## src/rtl/dut_sweep_driver.sv

```systemverilog
// Sweep engine: drives every input code into a block under test, waits a settle time,
// samples its response, offers each word on a valid/ready port and folds it into a MISR.
module dut_sweep_driver #(
  parameter int IN_W   = 4,
  parameter int OUT_W  = 19,
  parameter int SETTLE = 2
) (
  input  logic              clk,
  input  logic              rst,
  input  logic              start,
  input  logic              abort,
  input  logic [31:0]       expected_sig,
  output logic [IN_W-1:0]   drive_data,
  input  logic [OUT_W-1:0]  resp_data,
  output logic              cap_valid,
  input  logic              cap_ready,
  output logic [IN_W-1:0]   cap_code,
  output logic [OUT_W-1:0]  cap_word,
  output logic              busy,
  output logic              done,
  output logic [31:0]       signature,
  output logic              mismatch
);

  localparam logic [7:0]      SETTLE_LOAD = 8'(SETTLE - 1);
  localparam logic [IN_W-1:0] LAST_CODE   = {IN_W{1'b1}};
  localparam logic [IN_W-1:0] CODE_ONE    = IN_W'(1);
  localparam logic [31:0]     MISR_POLY   = 32'h04C1_1DB7;
  localparam logic [31:0]     MISR_SEED   = 32'hFFFF_FFFF;

  typedef enum logic [2:0] {
    ST_IDLE   = 3'd0,
    ST_SETTLE = 3'd1,
    ST_SAMPLE = 3'd2,
    ST_OFFER  = 3'd3,
    ST_DONE   = 3'd4
  } state_t;

  state_t     state;
  state_t     state_next;
  logic [7:0] settle_cnt;

  // One MISR step: shift with feedback, then fold in the zero-extended response word.
  function automatic logic [31:0] misr_next(input logic [31:0] sig, input logic [OUT_W-1:0] word);
    logic [31:0] shifted;
    shifted = {sig[30:0], 1'b0} ^ (sig[31] ? MISR_POLY : 32'h0000_0000);
    return shifted ^ 32'(word);
  endfunction

  // State register.
  always_ff @(posedge clk or posedge rst) begin
    if (rst) begin
      state <= ST_IDLE;
    end else begin
      state <= state_next;
    end
  end

  // Next-state logic; abort outranks every other transition out of a busy state.
  always_comb begin
    state_next = state;
    case (state)
      ST_IDLE: begin
        if (start) state_next = ST_SETTLE;
        else       state_next = ST_IDLE;
      end
      ST_SETTLE: begin
        if (abort)                   state_next = ST_IDLE;
        else if (settle_cnt == 8'd0) state_next = ST_SAMPLE;
        else                         state_next = ST_SETTLE;
      end
      ST_SAMPLE: begin
        if (abort) state_next = ST_IDLE;
        else       state_next = ST_OFFER;
      end
      ST_OFFER: begin
        if (abort)                        state_next = ST_IDLE;
        else if (!cap_ready)              state_next = ST_OFFER;
        else if (drive_data == LAST_CODE) state_next = ST_DONE;
        else                              state_next = ST_SETTLE;
      end
      ST_DONE: begin
        state_next = ST_IDLE;
      end
      default: begin
        state_next = ST_IDLE;
      end
    endcase
  end

  // Datapath and registered outputs.
  always_ff @(posedge clk or posedge rst) begin
    if (rst) begin
      drive_data <= {IN_W{1'b0}};
      settle_cnt <= 8'd0;
      cap_valid  <= 1'b0;
      cap_code   <= {IN_W{1'b0}};
      cap_word   <= {OUT_W{1'b0}};
      busy       <= 1'b0;
      done       <= 1'b0;
      signature  <= MISR_SEED;
      mismatch   <= 1'b0;
    end else begin
      busy <= (state_next != ST_IDLE);
      done <= (state_next == ST_DONE);
      case (state)
        ST_IDLE: begin
          if (start) begin
            drive_data <= {IN_W{1'b0}};
            settle_cnt <= SETTLE_LOAD;
            signature  <= MISR_SEED;
            mismatch   <= 1'b0;
          end
        end
        ST_SETTLE: begin
          if (!abort && settle_cnt != 8'd0) settle_cnt <= settle_cnt - 8'd1;
        end
        ST_SAMPLE: begin
          if (!abort) begin
            cap_word  <= resp_data;
            cap_code  <= drive_data;
            cap_valid <= 1'b1;
            signature <= misr_next(signature, resp_data);
          end
        end
        ST_OFFER: begin
          // An abort in the handshake cycle drops the word without advancing the code.
          if (abort || cap_ready) begin
            cap_valid <= 1'b0;
            if (!abort && drive_data != LAST_CODE) begin
              drive_data <= drive_data + CODE_ONE;
              settle_cnt <= SETTLE_LOAD;
            end
          end
        end
        ST_DONE: begin
          if (!abort) mismatch <= (signature != expected_sig);
        end
        default: begin
          cap_valid <= 1'b0;
        end
      endcase
    end
  end

endmodule

```

## config.mk

```make
export PLATFORM = sky130hd
export DESIGN_NAME = dut_sweep_driver
export DESIGN_NICKNAME = d
export VERILOG_FILES = /design/src/rtl/dut_sweep_driver.sv
export SDC_FILE = /design/constraint.sdc
export NUM_CORES = 1
export LEC_CHECK = 0
export CORE_UTILIZATION = 24
export CTS_CLUSTER_SIZE = 28
export DETAILED_ROUTE_END_ITERATION = 16
export GPL_TIMING_DRIVEN = 0
export SLEW_MARGIN = 5
export SYNTH_ARGS = -nofsm -noshare
export SYNTH_HDL_FRONTEND = slang
export SYNTH_SLANG_ARGS = --single-unit
```

## constraint.sdc

```tcl
create_clock -name clk -period 2.2 [get_ports clk]
set_clock_uncertainty 0.05 [all_clocks]
set_input_delay 0.33 -clock clk [delete_from_list [all_inputs] [get_ports clk]]
set_output_delay 0.33 -clock clk [all_outputs]
set_load 0.005 [all_outputs]
```

route_heat.png
The die is cut into 25 by 25 equal tiles; dark blue is low, red is high, scaled to the fullest tile. Values are wire area over tile area, all layers added.
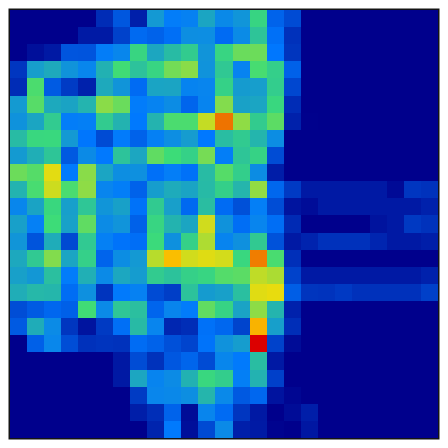
mean over tiles = 0.11
emptiest ninth of the die = north-east
tiles over half the peak = 8.3%

sizing.png
Scale bar: 50 µm.
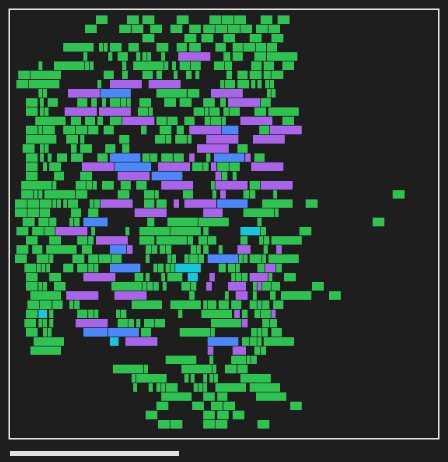
x3 and x4 -> cyan  # cells 5, share 0.96%
x1 and smaller -> green  # cells 448, share 86%
x6 and larger -> blue  # cells 14, share 2.7%
x2 -> purple  # cells 54, share 10%

clock_wires.png
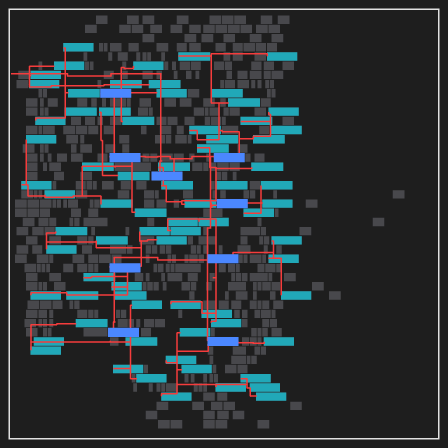
clock-net drivers -> blue  # count 9
flip-flops -> cyan  # count 74
clock wires -> red  # length 1070 µm
routed clock nets = 10

==> impl_metrics.py <==
# Auto-generated metrics
metrics = {
    "place": {
        "dpl-instance-area_um2": 5189,
        "place_congestion": 0.8116,
    },
    "timing": {
        "period_needed_ns": 2.028,
        "fmax_mhz": 493.0,
        "setup_viol_count_final": 0,
        "worst_pin_slew_ns": 0.7903,
        "final-max-slew-violation-count": 0,
    },
    "routing": {
        "avgRoutedWirePerCell_um": 15.48,
        "wl_um": 10970,
        "drc": 0,
        "first_pass_iters": 4,
        "drt-initial-drc-count": 131,
        "vias_per_cell": 4.543,
    },
    "cells_and_area": {
        "lay_top_cells": "clkdlybuf4s50_1 (118), nand2_1 (82), dfrtp_1 (42), xnor2_1 (39)",
        "comb_area_um2": 1745,
        "antennaDiodeCount": 0,
        "nets": 575,
    },
    "global_routing": {
        "overflow": 0,
        "grt_pass1_wl_um": 17480,
        "globalRouteTotalUtil_pct": 14.05,
        "grt_max_degree": 31,
        "grt_antenna_before_repair": 0,
    },
    "cts": {
        "clk_latency_ns": 0.34,
        "cts_setup_buffers": 0,
        "post_cts_resized": 2,
        "path_clk_slew_ns": 0.06,
    },
    "synth": {
        "ys_warn_count": 0,
        "syn-num-nets": 444,
        "ys_cells": 385,
        "yosysUniqueCellTypes": 44,
        "avgSynthCellArea_um2": 9.685,
        "ys.flop_type": "dfrtp_1",
        "netlist_area_um2": 3729,
    },
    "critical_path": {
        "regToRegSetupSlack_ns": 0.22,
        "cp-startpoint": "abort",
        "r2r-start": "drive_data[0]$_DFFE_PP0P_",
        "cp.arrival_ns": 2.22,
        "path_class": "input port to flop",
        "start_kind": "input port",
        "r2r_end": "drive_data[0]$_DFFE_PP0P_",
    },
    "outcome": {
        "status": "finished clean",
    },
    "floorplan": {
        "initCoreUtil_pct": 24.53,
        "dieArea_um2": 16040,
        "die-height_um": 126.6,
    },
    "power_and_ir_drop": {
        "combPwrFrac_pct": 34.9,
        "netSwitchingPower_mw": 1.751,
    },
}
placed.png
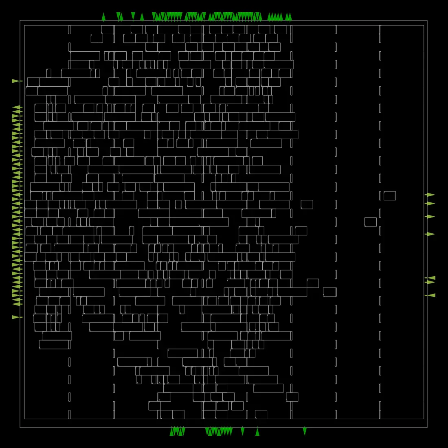
Taps Inserted: 188
fraction of area in registers: 34.36%
Fill cells: 1560
Core Footprint: 15200 µm²

ff_map.png
Scale bar: 50 µm.
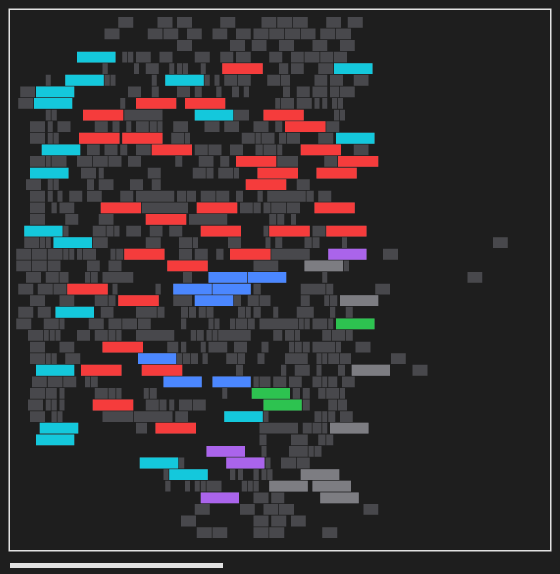
cap_word -> cyan  # flops 19
signature -> red  # flops 32
settle_cnt -> blue  # flops 8, where centre
cap_code -> purple  # flops 4, where south
state -> green  # flops 3
not coloured = 8

cell families (layout without fill, tap and decap cells):
| kind of cell | after synthesis | after routing | synth area share (%) |
|---|---|---|---|
| flip-flops | 74 | 74 | 50.74 |
| multiplexers | 1 | 1 | 0.3020 |
| AND/OR/NAND/NOR | 148 | 148 | 17.55 |
| XOR/XNOR | 65 | 65 | 15.27 |
| AND-OR/OR-AND | 70 | 70 | 12.42 |
| buffers and inverters | 24 | 160 | 2.718 |
| adder cells (fa/ha/maj) | 3 | 3 | 1.007 |
worst max-delay path by stage:
stage | depth (start not counted) | to | slack, ns
6_report | 6 | signature[1]$_DFFE_PP1P_ | 0.17
3_3_place_gp | 7 | cap_word[18]$_DFFE_PP0N_ | -0.54
5_1_grt | 6 | signature[10]$_DFFE_PP1P_ | 0.007
4_1_cts | 7 | signature[9]$_DFFE_PP1P_ | 0.14
2_1_floorplan | 5 | drive_data[0]$_DFFE_PP0P_ | 0.46
3_5_place_dp | 7 | cap_word[18]$_DFFE_PP0N_ | -0.52
area by class of cell:
cell class / count / area share (%)
Clock buffer: 11 / 4.591
Buffer: 16 / 1.318
Sequential cell: 74 / 34.36
Clock inverter: 5 / 0.9545
Timing Repair Buffer: 120 / 22.18
Tap cell: 188 / 4.273
Inverter: 8 / 0.6136
Multi-Input combinational cell: 287 / 31.70
stage by stage:
stage	util (%)	setup slack, ns	power (mW)
floorplan	-	0.4560	2.980
global placement	33.87	-0.5389	3.861
detailed placement	34.13	-0.5213	3.913
CTS	36.19	0.1432	5.445
global route	36.21	0.006807	5.722
finish	36.21	0.1715	5.403
Yosys cell counts, types with 6 or more instances:
master / count
a21oi_1: 28
buf_2: 9
clkbuf_1: 6
dfrtp_1: 42
dfstp_2: 32
inv_1: 6
nand2_1: 82
nand4_1: 7
nor2_1: 32
nor3_1: 8
o21ai_1: 12
o22a_1: 10
xnor2_1: 39
xor2_1: 26
per-layer routing:
metal  track usage, %  vias up  wire length, µm
met4            3.827        0              143
met5                0        -                0
met2            23.63       95             5366
met1            17.94     1556             4906
met3            3.458       15              556
li1                 -     1555                -
flip-flops by register name (all words and copies together), names as in the netlist:
name,cells
drive_data,4
cap_valid,1
cap_word,19
busy,1
cap_code,4
settle_cnt,8
done,1
signature,32
state,3
mismatch,1
worst max-delay path: stages:
cell and delay, ns:
clkdlybuf4s50_1 0.54, inv_1 0.16, nand2_1 0.18, nor3_4 0.44
clkbuf_1 0.43, a21oi_1 0.13
power by group through the flow:
stage          sequential, mW  combinational (mW)  clock, mW
2_1_floorplan            1.99               0.987          0
3_3_place_gp             2.02                1.84          0
3_5_place_dp             2.02                1.89          0
4_1_cts                  2.01                1.91       1.53
5_1_grt                  2.05                2.08       1.59
6_report                 2.00                1.89       1.51
No activity file was given, so power comes from the tool's default toggle rates.
